Figure 1. A small window of the routed layout.
Region (98, 147) to (148, 197) um. Cells in gray, sequential cells in the stronger gray; small squares are vias.
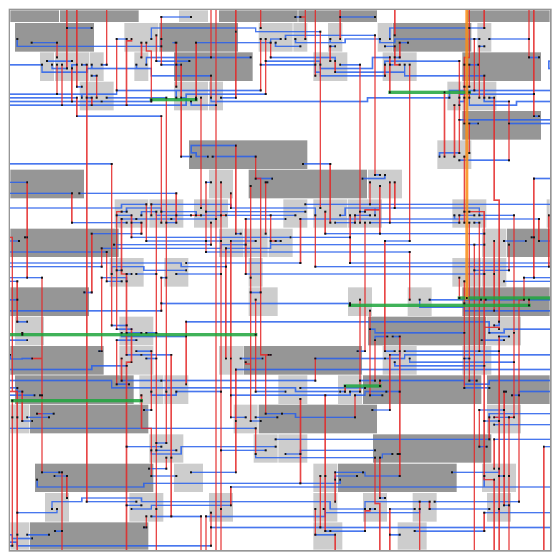
Figure 2. PDN straps and rails.
Scale: 2 px per um. Pins as bars on the die edge.
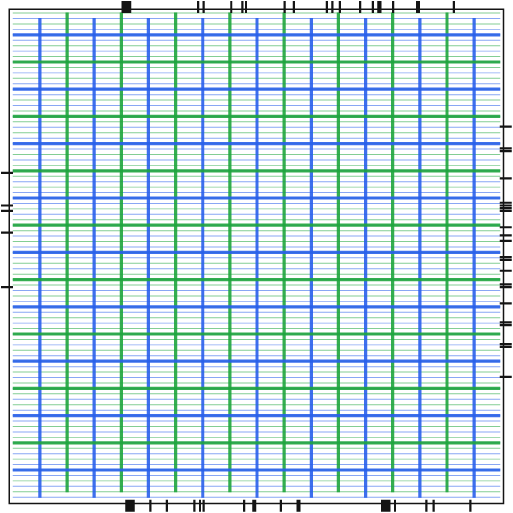
Figure 3. Cell placement.
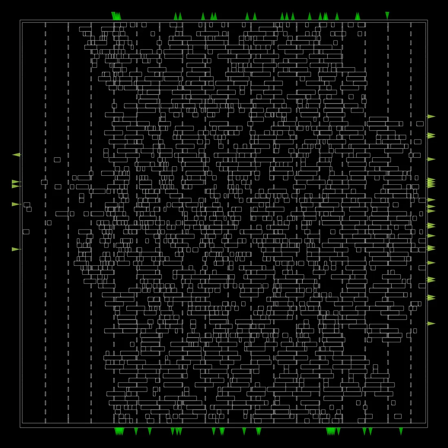
$ cat src/rtl/spi_rx_pkg.sv
// Shared definitions for the SPI slave lane receiver: FSM state encodings
// and the position of the per-beat flag bits stored alongside beat data.
package spi_rx_pkg;

    typedef enum logic [1:0] {
        IDLE  = 2'd0,
        RX    = 2'd1,
        FLUSH = 2'd2
    } rx_state_e;

    // Flag bits sit directly above the beat data in each FIFO entry.
    localparam int FLAG_LAST  = 0;
    localparam int FLAG_ABORT = 1;
    localparam int NUM_FLAGS  = 2;

    // Assemble the flag field for a beat.
    function automatic logic [NUM_FLAGS-1:0] mk_flags(input logic last, input logic abort);
        logic [NUM_FLAGS-1:0] f;
        f             = '0;
        f[FLAG_LAST]  = last;
        f[FLAG_ABORT] = abort;
        return f;
    endfunction

endpackage

$ cat src/rtl/sync_fifo_fwft.sv
// Synchronous first-word-fall-through FIFO. The head entry is visible on
// rd_data_o whenever empty_o is low; a read while full frees room for a
// write in the same clock. DEPTH must be a power of two.
module sync_fifo_fwft #(
    parameter int unsigned WIDTH = 8,
    parameter int unsigned DEPTH = 4
) (
    input  logic             clk,
    input  logic             rst,
    input  logic             wr_en_i,
    input  logic [WIDTH-1:0] wr_data_i,
    input  logic             rd_en_i,
    output logic [WIDTH-1:0] rd_data_o,
    output logic             full_o,
    output logic             empty_o
);

    localparam int unsigned AW = (DEPTH > 1) ? $clog2(DEPTH) : 1;

    logic [WIDTH-1:0] mem_q [DEPTH];
    logic [AW-1:0]    wr_ptr_q;
    logic [AW-1:0]    rd_ptr_q;
    logic [AW:0]      count_q;
    logic             do_rd;
    logic             do_wr;

    assign full_o    = (count_q == (AW+1)'(DEPTH));
    assign empty_o   = (count_q == '0);
    assign do_rd     = rd_en_i && !empty_o;
    assign do_wr     = wr_en_i && (!full_o || do_rd);
    assign rd_data_o = mem_q[rd_ptr_q];

    // Storage array: written only, no reset, so it maps onto RAM.
    always_ff @(posedge clk) begin
        if (do_wr) begin
            mem_q[wr_ptr_q] <= wr_data_i;
        end
    end

    // Pointer and occupancy bookkeeping; pointers wrap naturally.
    always_ff @(posedge clk) begin
        if (rst) begin
            wr_ptr_q <= '0;
            rd_ptr_q <= '0;
            count_q  <= '0;
        end else begin
            if (do_wr) begin
                wr_ptr_q <= wr_ptr_q + 1'b1;
            end
            if (do_rd) begin
                rd_ptr_q <= rd_ptr_q + 1'b1;
            end
            case ({do_wr, do_rd})
                2'b10:   count_q <= count_q + 1'b1;
                2'b01:   count_q <= count_q - 1'b1;
                default: count_q <= count_q;
            endcase
        end
    end

endmodule

$ cat src/rtl/spi_slave_rx_lanes.sv
// SPI slave receiver: synchronises the SPI pins into clk, deframes
// FEATURE_LENGTH words per CS-low window and streams them out as
// LANES-wide beats through a small FWFT FIFO with last/abort flags.
module spi_slave_rx_lanes
    import spi_rx_pkg::*;
#(
    parameter int unsigned DATA_WIDTH     = 8,
    parameter int unsigned FEATURE_LENGTH = 300,
    parameter int unsigned LANES          = 8,
    parameter int unsigned FIFO_DEPTH     = 4,
    parameter int unsigned CPOL           = 0,
    parameter int unsigned CPHA           = 0
) (
    input  logic                          clk,
    input  logic                          rst,
    input  logic                          sclk,
    input  logic                          mosi,
    input  logic                          cs,
    output logic                          o_valid,
    input  logic                          i_ready,
    output logic [LANES*DATA_WIDTH-1:0]   o_data,
    output logic                          o_last,
    output logic                          o_abort,
    output logic                          o_overflow,
    output logic                          o_busy
);

    localparam int unsigned BEAT_W      = LANES * DATA_WIDTH;
    localparam int unsigned ENTRY_W     = BEAT_W + NUM_FLAGS;
    localparam int unsigned BCW         = $clog2(DATA_WIDTH);
    localparam int unsigned LCW         = (LANES > 1) ? $clog2(LANES) : 1;
    localparam int unsigned WCW         = $clog2(FEATURE_LENGTH + 1);
    localparam logic        SCLK_IDLE   = (CPOL != 0);
    localparam bit          SAMPLE_RISE = (CPOL == CPHA);

    // Synchroniser chain
    logic sclk_meta_q, sclk_sync_q, sclk_dly_q;
    logic cs_meta_q, cs_sync_q;
    logic mosi_meta_q, mosi_sync_q;
    logic sample_edge;

    // Deframer state
    rx_state_e             state_q;
    logic [DATA_WIDTH-2:0] shift_q;
    logic [BCW-1:0]        bit_cnt_q;
    logic [LCW-1:0]        lane_cnt_q;
    logic [WCW-1:0]        word_cnt_q;
    logic [DATA_WIDTH-1:0] lanes_q [LANES];
    logic [ENTRY_W-1:0]    beat_q;
    logic                  push_q;
    logic                  overflow_q;

    logic [DATA_WIDTH-1:0] new_word;
    logic [BEAT_W-1:0]     fill_beat;
    logic [BEAT_W-1:0]     part_beat;
    logic                  word_done;
    logic                  final_word;

    // FIFO side
    logic [ENTRY_W-1:0]    fifo_rd_data;
    logic                  fifo_full;
    logic                  fifo_empty;
    logic                  fifo_rd;

    // Two-flop synchronisers plus a delay flop on sclk for edge detection;
    // reset to idle levels so no spurious edge or CS assertion is seen.
    always_ff @(posedge clk) begin
        if (rst) begin
            sclk_meta_q <= SCLK_IDLE;
            sclk_sync_q <= SCLK_IDLE;
            sclk_dly_q  <= SCLK_IDLE;
            cs_meta_q   <= 1'b1;
            cs_sync_q   <= 1'b1;
            mosi_meta_q <= 1'b0;
            mosi_sync_q <= 1'b0;
        end else begin
            sclk_meta_q <= sclk;
            sclk_sync_q <= sclk_meta_q;
            sclk_dly_q  <= sclk_sync_q;
            cs_meta_q   <= cs;
            cs_sync_q   <= cs_meta_q;
            mosi_meta_q <= mosi;
            mosi_sync_q <= mosi_meta_q;
        end
    end

    assign sample_edge = SAMPLE_RISE ? ( sclk_sync_q && !sclk_dly_q)
                                     : (!sclk_sync_q &&  sclk_dly_q);

    assign new_word   = {shift_q, mosi_sync_q};
    assign word_done  = sample_edge && (bit_cnt_q == BCW'(DATA_WIDTH - 1));
    assign final_word = word_done && (word_cnt_q == WCW'(FEATURE_LENGTH - 1));

    // fill_beat: current lanes with the just-completed word dropped into
    // its slot; part_beat: current lanes only (for an aborted frame).
    genvar gi;
    generate
        for (gi = 0; gi < LANES; gi++) begin : g_lane
            assign fill_beat[gi*DATA_WIDTH +: DATA_WIDTH] =
                (lane_cnt_q == LCW'(gi)) ? new_word : lanes_q[gi];
            assign part_beat[gi*DATA_WIDTH +: DATA_WIDTH] = lanes_q[gi];
        end
    endgenerate

    // Deframing FSM: shifts bits, collects words into lanes and stages
    // beats (with flags) for the FIFO one clock later via push_q.
    always_ff @(posedge clk) begin
        if (rst) begin
            state_q    <= IDLE;
            shift_q    <= '0;
            bit_cnt_q  <= '0;
            lane_cnt_q <= '0;
            word_cnt_q <= '0;
            beat_q     <= '0;
            push_q     <= 1'b0;
            for (int i = 0; i < LANES; i++) begin
                lanes_q[i] <= '0;
            end
        end else begin
            push_q <= 1'b0;
            case (state_q)
                IDLE: begin
                    if (!cs_sync_q) begin
                        state_q    <= RX;
                        shift_q    <= '0;
                        bit_cnt_q  <= '0;
                        lane_cnt_q <= '0;
                        word_cnt_q <= '0;
                        for (int i = 0; i < LANES; i++) begin
                            lanes_q[i] <= '0;
                        end
                    end
                end
                RX: begin
                    if (final_word) begin
                        // Final word wins even if CS rises in the same clock.
                        beat_q     <= {mk_flags(1'b1, 1'b0), fill_beat};
                        push_q     <= 1'b1;
                        word_cnt_q <= word_cnt_q + 1'b1;
                        bit_cnt_q  <= '0;
                        lane_cnt_q <= '0;
                        for (int i = 0; i < LANES; i++) begin
                            lanes_q[i] <= '0;
                        end
                        state_q    <= FLUSH;
                    end else if (cs_sync_q) begin
                        if (word_cnt_q == '0) begin
                            state_q <= IDLE;
                        end else begin
                            // Short frame: flush partial lanes, drop partial bits.
                            beat_q     <= {mk_flags(1'b1, 1'b1), part_beat};
                            push_q     <= 1'b1;
                            bit_cnt_q  <= '0;
                            lane_cnt_q <= '0;
                            for (int i = 0; i < LANES; i++) begin
                                lanes_q[i] <= '0;
                            end
                            state_q    <= FLUSH;
                        end
                    end else if (word_done) begin
                        bit_cnt_q  <= '0;
                        word_cnt_q <= word_cnt_q + 1'b1;
                        if (lane_cnt_q == LCW'(LANES - 1)) begin
                            beat_q     <= {mk_flags(1'b0, 1'b0), fill_beat};
                            push_q     <= 1'b1;
                            lane_cnt_q <= '0;
                            for (int i = 0; i < LANES; i++) begin
                                lanes_q[i] <= '0;
                            end
                        end else begin
                            lanes_q[lane_cnt_q] <= new_word;
                            lane_cnt_q          <= lane_cnt_q + 1'b1;
                        end
                    end else if (sample_edge) begin
                        shift_q   <= new_word[DATA_WIDTH-2:0];
                        bit_cnt_q <= bit_cnt_q + 1'b1;
                    end
                end
                FLUSH: begin
                    if (cs_sync_q) begin
                        state_q <= IDLE;
                    end
                end
                default: state_q <= IDLE;
            endcase
        end
    end

    assign fifo_rd = i_ready && !fifo_empty;

    sync_fifo_fwft #(
        .WIDTH (ENTRY_W),
        .DEPTH (FIFO_DEPTH)
    ) u_fifo (
        .clk       (clk),
        .rst       (rst),
        .wr_en_i   (push_q),
        .wr_data_i (beat_q),
        .rd_en_i   (i_ready),
        .rd_data_o (fifo_rd_data),
        .full_o    (fifo_full),
        .empty_o   (fifo_empty)
    );

    // One-clock pulse whenever a staged beat finds the FIFO full.
    always_ff @(posedge clk) begin
        if (rst) begin
            overflow_q <= 1'b0;
        end else begin
            overflow_q <= push_q && fifo_full && !fifo_rd;
        end
    end

    assign o_valid    = !fifo_empty;
    assign o_data     = fifo_empty ? '0   : fifo_rd_data[BEAT_W-1:0];
    assign o_last     = fifo_empty ? 1'b0 : fifo_rd_data[BEAT_W + FLAG_LAST];
    assign o_abort    = fifo_empty ? 1'b0 : fifo_rd_data[BEAT_W + FLAG_ABORT];
    assign o_overflow = overflow_q;
    assign o_busy     = (state_q == RX);

endmodule

$ cat config.mk
export PLATFORM = sky130hd
export DESIGN_NAME = spi_slave_rx_lanes
export DESIGN_NICKNAME = d
export VERILOG_FILES = /design/src/rtl/spi_rx_pkg.sv /design/src/rtl/sync_fifo_fwft.sv /design/src/rtl/spi_slave_rx_lanes.sv
export SDC_FILE = /design/constraint.sdc
export NUM_CORES = 1
export LEC_CHECK = 0
export ABC_CLOCK_PERIOD_IN_PS = 3500
export CAP_MARGIN = 20
export CORE_UTILIZATION = 30
export CTS_BUF_LIST = sky130_fd_sc_hd__clkbuf_4
export DETAILED_ROUTE_END_ITERATION = 10
export PLACE_DENSITY = 0.45
export SLEW_MARGIN = 10
export SYNTH_ARGS = -nofsm -noshare
export SYNTH_HDL_FRONTEND = slang
export SYNTH_SLANG_ARGS = --single-unit
$ cat constraint.sdc
create_clock -name clk -period 3.5 [get_ports clk]
set_clock_uncertainty 0.2 [all_clocks]
set_input_delay 0.7 -clock clk [delete_from_list [all_inputs] [get_ports clk]]
set_output_delay 0.7 -clock clk [all_outputs]
set_load 0.03 [all_outputs]
==> flow_summary.toml <==
# flow metrics
[sta]
hold_slack_ps = 220
setup-violations-final = 0
finalHoldViolations = 0
grt_setup_unrepaired = "yes"
layout_setup_ws_ps = 79.5
fmax_mhz = 292
finalCritPeriodShare = 0.977
period_needed_ps = 3420
maxSlewHeadroom = 0.531
tightest_slew_ps = 697
finalMaxSlewViolations = 0
setup_tns_ps = 0

[power]
finalPower_mw = 10.2
p_per_area_nw_per_um2 = 475
p_leak_nw = 7.31

[synthesis]
synthTopCellsByArea = "edfxtp_1 (55%), dfxtp_1 (12%), mux4_2 (8.3%)"
aoi_share = 0.0849
edf_count = 328
top_cell_area_share = 0.550
syn-cell-area_um2 = 17900
synthSimpleGateAreaFrac = 0.120
yosys_most_used_dff = "edfxtp_1"
synthTopCellsByCount = "edfxtp_1 (328), and2_1 (156), dfxtp_1 (108), nor2_1 (78), mux4_2 (66)"
ys_seq_frac = 0.671
synth_cell_types = 59
ys_cells = 1189
ys_chip_area_um2 = 17900
xor_share = 0.00245
async_flop_share = 0
top_cell = "edfxtp_1"
ys_sh_adder = 0.0116
yosys.area.top_type = "edfxtp_1"
logic_family = "simple AND/OR/NAND/NOR gates"
synth_flops = 436
mux_area_frac = 0.0858
synthesis.nets = 1211
syn_inst = 1189
yosysWarnings = 0
syn_avg_cell_area_um2 = 15.1

[layout]
buffer_area_frac = 0.0685
clk_share = 0.0713
n_fill_cell = 5761
comb_area_share = 0.255
inverters = 16
antenna_cells = 1
final-comb-area_um2 = 5500
n_all_buffers = 145
logic_gate_count = 652
drive_gt1_frac = 0.288
fin_util = 0.365
stdcell_area_um2 = 21600
flop_area_um2 = 12000
nets = 1387
lay_top_cells = "edfxtp_1 (328), clkbuf_4 (183), and2_1 (152)"
largest_class = "sequential cells"
clock_buffers = 183
final_common_cell = "edfxtp_1"
area_growth_pct = 20.4

[setup_path]
timing.rr.start = "lane_cnt_q[1]"
crit_type = "flip-flop to primary output"
r2r_setup_slack_ps = 500
endpoint_kind = "primary output"
startpoint_type = "flip-flop"
cp.arrival_ps = 2520
critPathRequiredTime_ps = 2600
r2r_end = "lanes_q[0][2]"
reg2reg_depth = 6
crit_path_end = "o_data[6]"
path_max_fanout = 8

[min_path]
whs_path_depth = 1
worstHoldEndpoint = "cs_sync_q"
hold_class = "flip-flop to flip-flop"
min_from = "cs_meta_q"

[cts]
holdBufCountCts = 1
root_buffer = "clkbuf_4"
post_cts_buffers = 6
clk_pin_slew_ps = 60
ctsResizeCount = 289
clock_path_buffers = 3
cts_sinks = 436
cts_made_buffers = 114
cts_tree = "done"
insertion_delay_ps = 850
htree_levels = 3

[placed_design]
place_area_um2 = 19800
numPortBuffers = 74
placed_cells = 2003
gp_congestion = 0.803
dp_hpwl_mm = 25.2
pre_cts_slack_ps = 24.7

[detailed_routing]
m1WireLength_mm = 19.6
wl_per_cell_um = 19.6
vias = 10900
dr_wl_met3_mm = 1.73
highest-signal-layer = "met4"
drt_pass1_iterations = 5
avgViaCountPerCell = 4.90
drc = 0
drt_iter0_markers = 517
wl_met2_mm = 21.1
ant_nets = 0
wl_mm = 43.7

[job]
warnings = 38
max_cap_violations = 0

[global_routing]
grtUsageTotal = 0.148
grt_start_max_net_pins = 105
first_global_vias = 11400
grt_pass1_wl_mm = 68.2
overflow = 0
antenna_found_initial = 1

[floorplan]
nWellTaps = 773
die_area_um2 = 60700
io_pins = 75
fp_util = 0.303

[status]
outcome = "finished, final reports clean"
## Picture notes: Figure 1
Key: red = metal 2; green = metal 3; blue = metal 1; orange = metal 4
Netlist names of flops here include lanes_q (18), beat_q (6). 93 logic cells have their middle in the window. Sequential cells in the window: 24. Most frequent: edfxtp_1 (18), a32oi_1 (16), and2_1 (15).

## Picture notes: Figure 2
Key: green = VDD; blue = VSS
17 straps on met5. 17 straps on met4. The core has 89 rows. 90 met1 rails follow the rows.
chip width: 246 um
Core Footprint: 59,000 um^2
VDD IR max: 0.000191 V
die height: 246 um

## Picture notes: Figure 3
Final Non-Filler Cells: 2,235
fraction of area in registers: 0.557
cell row count: 89
sequential cell count: 436

-- where the power goes --
group / leakage, nW / switching (mW) / internal (mW)
Sequential: 3.99 / 0.0154 / 5.53
Combinational: 2.39 / 0.0899 / 0.0428
Clock: 0.928 / 2.05 / 2.50
Total: 7.31 / 2.16 / 8.08
-- metal layers --
metal  track usage  vias up
li1              -     5112
met3        0.0288       62
met4        0.0686        0
met2         0.238      230
met5             0        -
met1         0.191     5538
-- worst max-delay path: stages (launching register included) --
cell     delay [ps]
dfxtp_4         460
buf_12          150
buf_12          100
buf_16          130
mux4_2          520
and2_1          190
buf_6           130
-- state kept, by name, summed over array words and instances (netlist names), 3 cells and up, named ones only --
name,flops
word_cnt_q,9
lanes_q,64
beat_q,66
shift_q,7
lane_cnt_q,3
u_fifo.mem_q,264
bit_cnt_q,3
u_fifo.count_q,3
No activity file was given, so power comes from the tool's default toggle rates.
